===== config.mk =====
export PLATFORM = sky130hd
export DESIGN_NAME = mips_instr_encoder
export DESIGN_NICKNAME = d
export VERILOG_FILES = /design/src/rtl/mips_instr_encoder.sv
export SDC_FILE = /design/constraint.sdc
export NUM_CORES = 1
export LEC_CHECK = 0
export CAP_MARGIN = 15
export CELL_PAD_IN_SITES_DETAIL_PLACEMENT = 0
export CELL_PAD_IN_SITES_GLOBAL_PLACEMENT = 1
export CORE_MARGIN = 3
export CORE_UTILIZATION = 36
export CTS_BUF_LIST = sky130_fd_sc_hd__clkbuf_8
export DETAILED_ROUTE_END_ITERATION = 10
export PLACE_DENSITY_LB_ADDON = 0.1
export RECOVER_POWER = 50
export SYNTH_ARGS = -nofsm -noshare
export SYNTH_HDL_FRONTEND = slang
export SYNTH_SLANG_ARGS = --single-unit

===== constraint.sdc =====
create_clock -name clk -period 2.3 [get_ports clk]
set_input_delay 0.575 -clock clk [delete_from_list [all_inputs] [get_ports clk]]
set_output_delay 0.575 -clock clk [all_outputs]
set_load 0.02 [all_outputs]

===== src/rtl/mips_instr_encoder.sv =====
`default_nettype none
// +----------------------------------------------------------------------------+
// | mips_instr_encoder                                                         |
// | Packs MIPS instruction fields into 32-bit words with byte addresses for    |
// | instruction-memory loading. Optional macro MIPS_ENC_ADDI_EN enables addi.   |
// | Rev 1.0                                                                     |
// +----------------------------------------------------------------------------+
module mips_instr_encoder #(
    parameter int          DEPTH     = 16,
    parameter logic [31:0] BASE_ADDR = 32'h0000_0000
) (
    input  logic                         clk,
    input  logic                         rst_n,
    input  logic                         clear,
    input  logic                         in_valid,
    output logic                         in_ready,
    input  logic [2:0]                   kind,
    input  logic [4:0]                   rs,
    input  logic [4:0]                   rt,
    input  logic [4:0]                   rd,
    input  logic [4:0]                   shamt,
    input  logic [5:0]                   funct,
    input  logic [15:0]                  immediate,
    input  logic [25:0]                  jump_address,
    output logic                         out_valid,
    input  logic                         out_ready,
    output logic [31:0]                  out_word,
    output logic [31:0]                  out_addr,
    output logic                         err_invalid,
    output logic                         full,
    output logic [$clog2(DEPTH+1)-1:0]   count
);

    localparam int                   c_CNT_W   = $clog2(DEPTH + 1);
    localparam logic [c_CNT_W-1:0]   c_DEPTH   = c_CNT_W'(DEPTH);

    localparam logic [0:0]           c_S_LOAD  = 1'b0;
    localparam logic [0:0]           c_S_FULL  = 1'b1;

    localparam logic [2:0]           c_K_R     = 3'd0;
    localparam logic [2:0]           c_K_LW    = 3'd1;
    localparam logic [2:0]           c_K_SW    = 3'd2;
    localparam logic [2:0]           c_K_BEQ   = 3'd3;
    localparam logic [2:0]           c_K_J     = 3'd4;
`ifdef MIPS_ENC_ADDI_EN
    localparam logic [2:0]           c_K_ADDI  = 3'd5;
`endif

    logic [0:0]          r_state;
    logic [0:0]          w_state_nxt;
    logic [31:0]         r_wr_ptr;
    logic [c_CNT_W-1:0]  r_count;
    logic [c_CNT_W-1:0]  w_count_inc;
    logic [31:0]         w_word;
    logic                w_kind_ok;
    logic                w_accept;

    assign w_accept    = in_valid && in_ready;
    assign w_count_inc = r_count + 1'b1;
    assign count       = r_count;

    always_comb begin
        w_word    = 32'h0;
        w_kind_ok = 1'b0;
        case (kind)
            c_K_R: begin
                w_word    = {6'b000000, rs, rt, rd, shamt, funct};
                w_kind_ok = 1'b1;
            end
            c_K_LW: begin
                w_word    = {6'b100011, rs, rt, immediate};
                w_kind_ok = 1'b1;
            end
            c_K_SW: begin
                w_word    = {6'b101011, rs, rt, immediate};
                w_kind_ok = 1'b1;
            end
            c_K_BEQ: begin
                w_word    = {6'b000100, rs, rt, immediate};
                w_kind_ok = 1'b1;
            end
            c_K_J: begin
                w_word    = {6'b000010, jump_address};
                w_kind_ok = 1'b1;
            end
`ifdef MIPS_ENC_ADDI_EN
            c_K_ADDI: begin
                w_word    = {6'b001000, rs, rt, immediate};
                w_kind_ok = 1'b1;
            end
`endif
            default: begin
                w_word    = 32'h0;
                w_kind_ok = 1'b0;
            end
        endcase
    end

    // State register
    always_ff @(posedge clk or negedge rst_n) begin
        if (!rst_n) begin
            r_state <= c_S_LOAD;
        end else begin
            r_state <= w_state_nxt;
        end
    end

    // Next-state logic
    always_comb begin
        w_state_nxt = r_state;
        case (r_state)
            c_S_LOAD: begin
                if (!clear && w_accept && w_kind_ok && (w_count_inc == c_DEPTH)) begin
                    w_state_nxt = c_S_FULL;
                end
            end
            c_S_FULL: begin
                if (clear) begin
                    w_state_nxt = c_S_LOAD;
                end
            end
            default: w_state_nxt = c_S_LOAD;
        endcase
    end

    // Output logic
    always_comb begin
        full     = (r_state == c_S_FULL);
        in_ready = (r_state == c_S_LOAD) && !clear && (!out_valid || out_ready);
    end

    // Datapath: a consumed word is replaced by a same-cycle accept for full throughput
    always_ff @(posedge clk or negedge rst_n) begin
        if (!rst_n) begin
            out_valid   <= 1'b0;
            out_word    <= 32'h0;
            out_addr    <= BASE_ADDR;
            err_invalid <= 1'b0;
            r_wr_ptr    <= BASE_ADDR;
            r_count     <= '0;
        end else if (clear) begin
            out_valid   <= 1'b0;
            err_invalid <= 1'b0;
            r_wr_ptr    <= BASE_ADDR;
            r_count     <= '0;
        end else begin
            err_invalid <= 1'b0;
            if (out_ready) begin
                out_valid <= 1'b0;
            end
            if (w_accept) begin
                if (w_kind_ok) begin
                    out_valid <= 1'b1;
                    out_word  <= w_word;
                    out_addr  <= r_wr_ptr;
                    r_wr_ptr  <= r_wr_ptr + 32'd4;
                    r_count   <= w_count_inc;
                end else begin
                    err_invalid <= 1'b1;
                end
            end
        end
    end

endmodule
`default_nettype wire


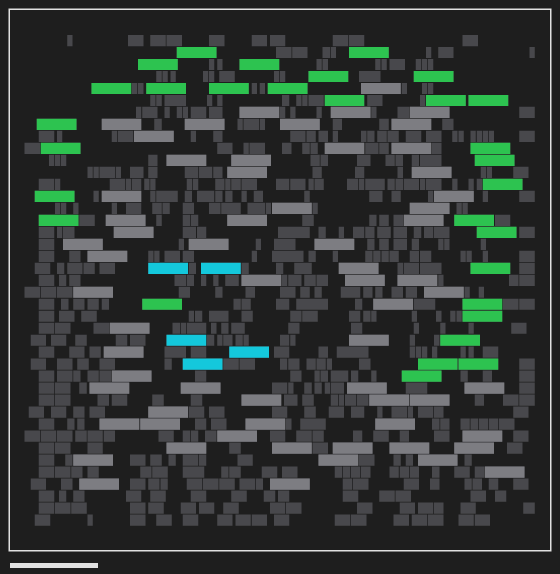
(sequential cells coloured by netlist name)
Bar = 20 um. Other sequential cells in the stronger grey, the rest of the logic in the fainter grey.
| netlist name | colour | sequential cells |
|---|---|---|
| `count` | cyan | 5 |
| `out_addr` | green | 30 |
not coloured: 63

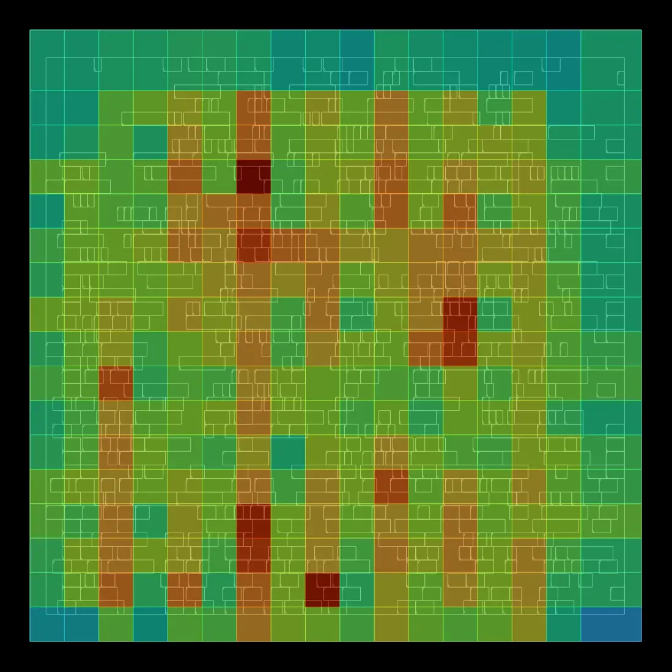
(routing congestion map)
met1 Use GR: 24.0%
GRT Resource Usage Total: 17.9%
met2 usage: 27.9%
GR Layer Usage met3: 4.29%
busiest grt layer: met2

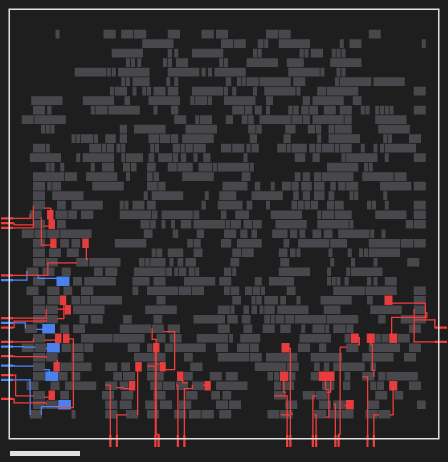
(I/O nets highlighted)
Bar = 20 um.
| port | colour | bits | direction | end cells | buffers | wire |
|---|---|---|---|---|---|---|
| `shamt` | blue | 5 | input | 5 | 5 | 63.9 um |
| `jump_address` | red | 26 | input | 26 | 26 | 581 um |

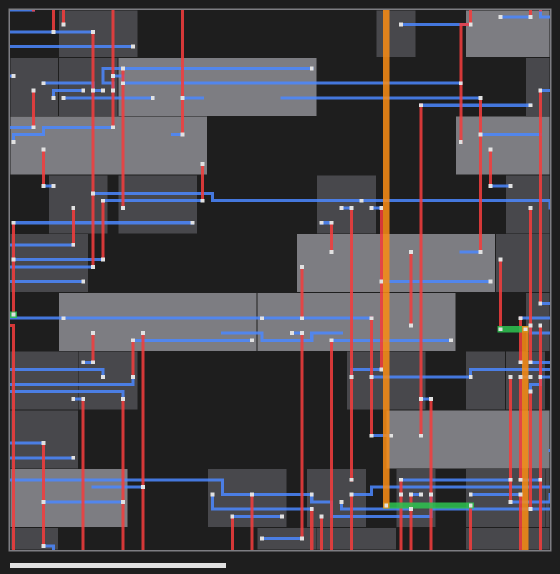
(a small window of the routed layout)
Bar = 10 um. Region (18, 18) to (43, 43) um. Cells in grey, sequential cells in the stronger grey; small squares are vias.
| layer | colour |
|---|---|
| metal 1 | blue |
| metal 4 | orange |
| metal 3 | green |
| metal 2 | red |
cells with their middle in the window: 27
netlist names of flops here include: `out_word` (7)
sequential cells in the window: 7
most frequent: clkdlybuf4s50_1 (9), dfrtp_1 (7), o21a_1 (5)

==> impl_metrics.yaml <==
# flow metrics
global_routing:
  antenna_found_initial: 0
  grt_pass1_vias: 4267
cts:
  cts.sinks: 98
  clk_latency_ns: 0.38
  h-tree-depth: 3
  post_cts_buffers: 0
critical_path:
  r2r_end: "r_wr_ptr[30]"
  critPathSlowestCell: "clkdlybuf4s50_1"
layout:
  layout_top_registers: "out_addr x30, out_word x30, r_wr_ptr x30"
hold_path:
  whs_path_depth: 2
final_timing:
  setup_slack_ns: 0.0523
  fmax_mhz: 445
logic_synthesis:
  ff_type: "dfrtp_1"
  ys_async_sr_fraction_pct: 100
  synth.most_common_cell: "nand2_1"
  ys_sh_xor_pct: 0.537
  yosysTopAreaCellShare_pct: 50.2
outcome:
  outcome: "complete, no violations"
pwr:
  seq_power_share_pct: 50.0
die:
  die_y_um: 123
  initial_core_util_pct: 37.8
==> critical path, delay by kind of cell <==
kind | cells | cell delay (ns)
and+or+nand+nor | 2 | 0.30
buffers and inverters | 2 | 0.79
==> per-stage QoR <==
step / util (%) / cell area [um^2]
2_1_floorplan: - / 4900
3_3_place_gp: 51.4 / 6650
3_5_place_dp: 51.4 / 6650
4_1_cts: 52.7 / 6810
5_1_grt: 52.4 / 6780
6_report: 52.4 / 6780
==> metal layers <==
layer / routed length (um) / track usage, % / share of wire [%] / up-vias
li1: - / - / - / 2131
met1: 5780 / 24.0 / 45 / 2095
met2: 6090 / 27.9 / 47 / 121
met3: 734 / 4.29 / 5.7 / 21
met4: 298 / 7.28 / 2.3 / 0
met5: 0 / 0 / 0 / -
No activity file was given, so power comes from the tool's default toggle rates.
